## config.mk

```make
export PLATFORM = sky130hd
export DESIGN_NAME = multicycle_cpu
export DESIGN_NICKNAME = d
export VERILOG_FILES = /design/src/rtl/multicycle_cpu.sv
export SDC_FILE = /design/constraint.sdc
export NUM_CORES = 1
export LEC_CHECK = 0
export CAP_MARGIN = 20
export CORE_MARGIN = 8
export CORE_UTILIZATION = 65
export DETAILED_ROUTE_END_ITERATION = 8
export PLACE_DENSITY = 0.9
export REMOVE_ABC_BUFFERS = 1
export SLEW_MARGIN = 40
export SYNTH_ARGS = -nofsm -noshare
export SYNTH_HDL_FRONTEND = slang
export SYNTH_SLANG_ARGS = --single-unit
```

## constraint.sdc

```tcl
create_clock -name clk -period 32.8 [get_ports clk]
set_input_delay 4.92 -clock clk [delete_from_list [all_inputs] [get_ports clk]]
set_output_delay 4.92 -clock clk [all_outputs]
set_load 0.1 [all_outputs]
```

## src/rtl/multicycle_cpu.sv

```systemverilog
`default_nettype none
// +----------------------------------------------------------------------+
// | multicycle_cpu                                                       |
// | FETCH/DECODE/EXECUTE/WRITEBACK CPU with loadable program memory.     |
// | Rev 1.0                                                              |
// +----------------------------------------------------------------------+
module multicycle_cpu #(
    parameter int DATA_W     = 16,
    parameter int PROG_DEPTH = 16,
    parameter int REG_COUNT  = 16,
    localparam int PC_W      = $clog2(PROG_DEPTH)
) (
    input  logic              clk,
    input  logic              reset,
    input  logic              run,
    input  logic              prog_we,
    input  logic [PC_W-1:0]   prog_addr,
    input  logic [15:0]       prog_wdata,
    output logic [DATA_W-1:0] result,
    output logic              cout,
    output logic              overflow,
    output logic              NO,
    output logic              ZO,
    output logic              busy,
    output logic              halted
);

    localparam logic [2:0] c_st_idle   = 3'd0;
    localparam logic [2:0] c_st_fetch  = 3'd1;
    localparam logic [2:0] c_st_decode = 3'd2;
    localparam logic [2:0] c_st_exec   = 3'd3;
    localparam logic [2:0] c_st_wb     = 3'd4;
    localparam logic [2:0] c_st_halt   = 3'd5;

    logic [2:0]        r_state;
    logic [PC_W-1:0]   r_pc;
    logic [15:0]       r_ir;
    logic [DATA_W-1:0] r_a;
    logic [DATA_W-1:0] r_b;
    logic [DATA_W-1:0] r_result;
    logic              r_cout;
    logic              r_ovf;
    logic              r_no;
    logic              r_zo;
    logic              r_busy;
    logic              r_halted;
    logic [DATA_W-1:0] r_regs [REG_COUNT];
    logic [15:0]       r_mem  [PROG_DEPTH];

    logic [3:0]        w_op;
    logic [3:0]        w_rd;
    logic [3:0]        w_ra;
    logic [3:0]        w_rb;
    logic [PC_W-1:0]   w_target;
    logic              w_writes;
    logic [DATA_W:0]   w_sum;
    logic [DATA_W:0]   w_diff;
    logic [DATA_W-1:0] w_res;
    logic              w_c;
    logic              w_v;

    assign w_op     = r_ir[15:12];
    assign w_rd     = r_ir[11:8];
    assign w_ra     = r_ir[7:4];
    assign w_rb     = r_ir[3:0];
    assign w_target = r_ir[PC_W-1:0];
    assign w_writes = (w_op <= 4'd8);

    always_comb begin
        w_sum  = {1'b0, r_a} + {1'b0, r_b};
        w_diff = {1'b0, r_a} - {1'b0, r_b};
        w_res  = '0;
        w_c    = 1'b0;
        w_v    = 1'b0;
        case (w_op)
            4'd0: begin
                w_res = w_sum[DATA_W-1:0];
                w_c   = w_sum[DATA_W];
                w_v   = (r_a[DATA_W-1] == r_b[DATA_W-1]) && (w_res[DATA_W-1] != r_a[DATA_W-1]);
            end
            4'd1: begin
                // Carry reads as "no borrow" for subtraction
                w_res = w_diff[DATA_W-1:0];
                w_c   = ~w_diff[DATA_W];
                w_v   = (r_a[DATA_W-1] != r_b[DATA_W-1]) && (w_res[DATA_W-1] != r_a[DATA_W-1]);
            end
            4'd2: w_res = r_a & r_b;
            4'd3: w_res = r_a | r_b;
            4'd4: w_res = r_a ^ r_b;
            4'd5: w_res = ~r_a;
            4'd6: begin
                w_res = {r_a[DATA_W-2:0], 1'b0};
                w_c   = r_a[DATA_W-1];
            end
            4'd7: begin
                w_res = {1'b0, r_a[DATA_W-1:1]};
                w_c   = r_a[0];
            end
            4'd8: w_res = {{(DATA_W-8){1'b0}}, r_ir[7:0]};
            default: w_res = '0;
        endcase
    end

    always_ff @(posedge clk) begin
        if (prog_we && (r_state == c_st_idle || r_state == c_st_halt)) begin
            r_mem[prog_addr] <= prog_wdata;
        end
    end

    always_ff @(posedge clk or posedge reset) begin
        if (reset) begin
            r_state  <= c_st_idle;
            r_pc     <= '0;
            r_ir     <= '0;
            r_a      <= '0;
            r_b      <= '0;
            r_result <= '0;
            r_cout   <= 1'b0;
            r_ovf    <= 1'b0;
            r_no     <= 1'b0;
            r_zo     <= 1'b0;
            r_busy   <= 1'b0;
            r_halted <= 1'b0;
            for (int i = 0; i < REG_COUNT; i++) begin
                r_regs[i] <= '0;
            end
        end else begin
            case (r_state)
                c_st_idle, c_st_halt: begin
                    if (run) begin
                        r_state  <= c_st_fetch;
                        r_pc     <= '0;
                        r_busy   <= 1'b1;
                        r_halted <= 1'b0;
                    end
                end
                c_st_fetch: begin
                    r_ir    <= r_mem[r_pc];
                    r_state <= c_st_decode;
                end
                c_st_decode: begin
                    r_a     <= r_regs[w_ra];
                    r_b     <= r_regs[w_rb];
                    r_state <= c_st_exec;
                end
                c_st_exec: begin
                    if (w_writes) begin
                        r_result <= w_res;
                        r_cout   <= w_c;
                        r_ovf    <= w_v;
                        r_no     <= w_res[DATA_W-1];
                        r_zo     <= (w_res == '0);
                    end
                    if (w_op == 4'hF) begin
                        r_state  <= c_st_halt;
                        r_busy   <= 1'b0;
                        r_halted <= 1'b1;
                    end else begin
                        r_state <= c_st_wb;
                    end
                end
                c_st_wb: begin
                    if (w_writes) begin
                        r_regs[w_rd] <= r_result;
                    end
                    // BZ sees ZO unchanged since it does not update flags
                    if (w_op == 4'h9 || (w_op == 4'hA && r_zo)) begin
                        r_pc <= w_target;
                    end else begin
                        r_pc <= r_pc + 1'b1;
                    end
                    r_state <= c_st_fetch;
                end
                default: begin
                    r_state <= c_st_idle;
                    r_busy  <= 1'b0;
                end
            endcase
        end
    end

    assign result   = r_result;
    assign cout     = r_cout;
    assign overflow = r_ovf;
    assign NO       = r_no;
    assign ZO       = r_zo;
    assign busy     = r_busy;
    assign halted   = r_halted;

endmodule
`default_nettype wire
```

==> images/zoom.png <==
Scale bar: 5 um. Region (161, 161) to (181, 181) um. Cells in gray, sequential cells in the stronger gray; small squares are vias.
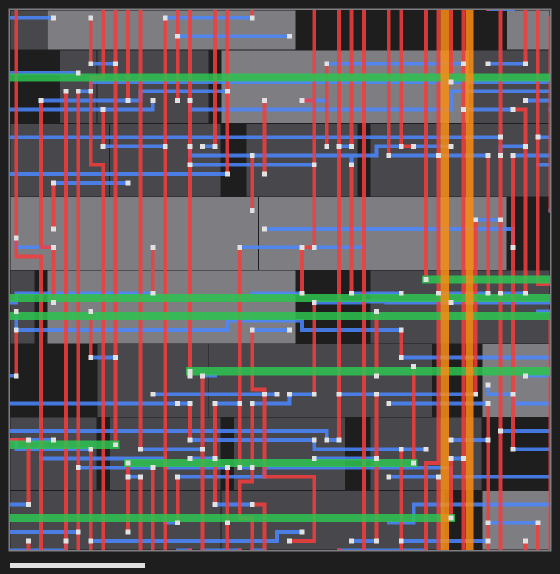
Key: met3 = green; met2 = red; met4 = orange; met1 = blue
Sequential cells in the window: 5. Netlist names of flops here include `r_regs` (5). 19 logic cells have their middle in the window. Most frequent: mux2_2 (8), mux4_2 (5), dfrtp_1 (5).

==> images/final_congestion.png <==
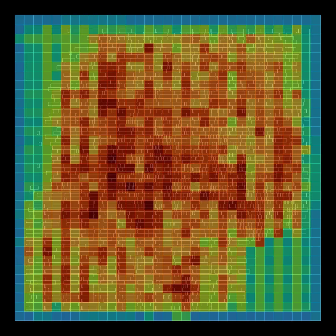
DR WL/cell: 32.04 um
GRT Max-Usage Layer: met2
met3 usage: 8.265%

==> images/metal_stack.png <==
Scale bar: 50 um. Two of the layers only.
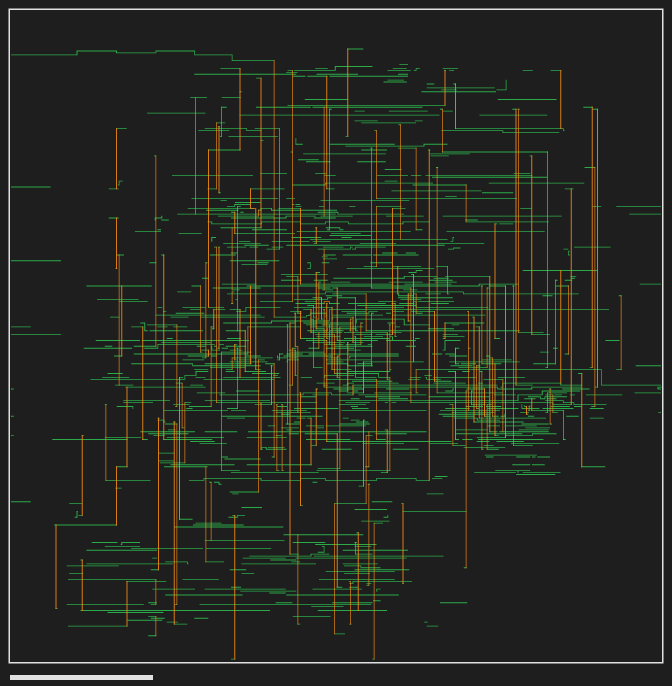
Key: met4 = orange [wire length 5330 um]; met3 = green [wire length 8860 um]

==> images/wire_density.png <==
23 x 23 tiles, from white (low) to dark blue (high), scaled to the fullest tile. Values are wire area over tile area, all layers added.
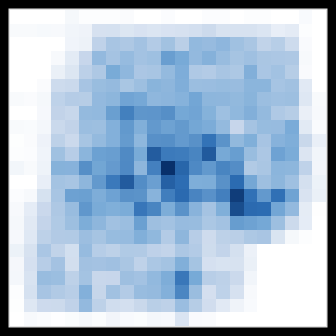
16% of the tiles are nearly empty. The emptiest ninth of the die: lower right. The densest ninth of the die: center.

==> images/met1.png <==
Scale bar: 50 um.
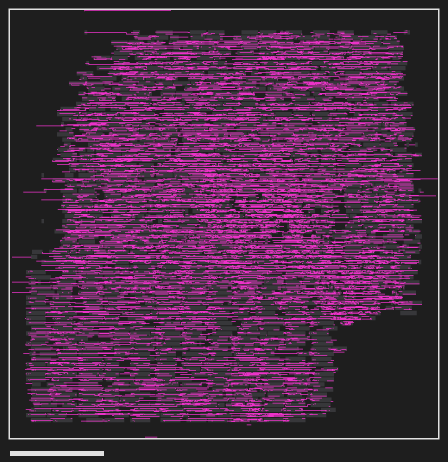
The layer carries 28.5 mm of wire. The wires run mostly horizontal. 1859 nets have wire on it. The layer holds 35% of the routed length. The longest straight run is 50.1 um.

==> notes.md <==
Physical design

The flow ran to the end, and the final reports show no timing, DRC or antenna violations. The number of buffers added on ports stands at 45. The count of unique library cells instantiated by Yosys stands at 87. The aoi/oai-family share of the synthesized area stands at 5.750%. The relative slew slack stands at 39.09%. Timing would allow up to 144.8 MHz.

Per the post-synthesis stats, the area per cell is 15.44 um^2. The area inside the core boundary stands at 44320 um^2. The detailed-routing iteration count for the pre-antenna-repair pass stands at 8. Before any placement, the netlist area is recorded as 29270 um^2.

The final timing report lists a hold violation count of 0. Entering global routing, the biggest net connects 131 pins. The wire length on met2 stands at 38790 um. Per the synthesis report, the adder-cell share of the synthesized area is 2.232%. In the Yosys report the total cell count is 1895. The largest total area in the synthesized netlist belongs to dfrtp_1.

Per the cell usage report, the commonest logic cell in the layout is dfrtp_1. According to the timing report, the critical path is launched from result[5]$_DFFE_PP0P_. The final setup TNS stands at 0 ns. Detailed-route iteration 0 reported a violation count of 2763. The area share of and/or/nand/nor cells after synthesis stands at 5.105%. The register-to-register setup slack stands at 28.84 ns. The worst hold path terminates at r_regs[57]$_DFFE_PP0P_.

The TritonCTS buffer count stands at 56. The first global-routing pass estimated 123100 um of wire. CTS placed an instance of clkbuf_16 at the clock tree root. The portion of synthesized area spent on multiplexers is 29.23%. TritonCTS built the clock tree. In the power breakdown, the biggest contributor is registers. The total I/O pin count stands at 46.

The combinational share of power stands at 32.9%. The number of synthesized flops with an enable pin stands at 256. The commonest register cell is dfrtp_1. Along the worst hold path, the cell count comes to 1.

The total number of placement rows stands at 77. The net count of the finished layout is 1980.
## final cells by class
cell class	instances	area, um^2	area share [%]
Timing Repair Buffer	96	774.5	2.395
Multi-Input combinational cell	1111	12520	38.72
Sequential cell	588	16010	49.52
Tap cell	592	740.7	2.291
Clock inverter	22	367.9	1.138
Clock buffer	83	1714	5.301
Inverter	52	207.7	0.6423
## through the flow
step / power, uW / cell area, um^2 / hold WS, ns / setup slack [ns]
6_report: 2499 / 32340 / 0.5250 / 25.89
2_1_floorplan: 1501 / 28570 / 0.4773 / 18.68
5_1_grt: 2569 / 32340 / 0.5433 / 25.87
3_3_place_gp: 1730 / 30270 / 0.4888 / 25.64
4_1_cts: 2474 / 32310 / 0.5291 / 25.94
3_5_place_dp: 1752 / 30230 / 0.5081 / 25.48
No activity file was given, so power comes from the tool's default toggle rates.
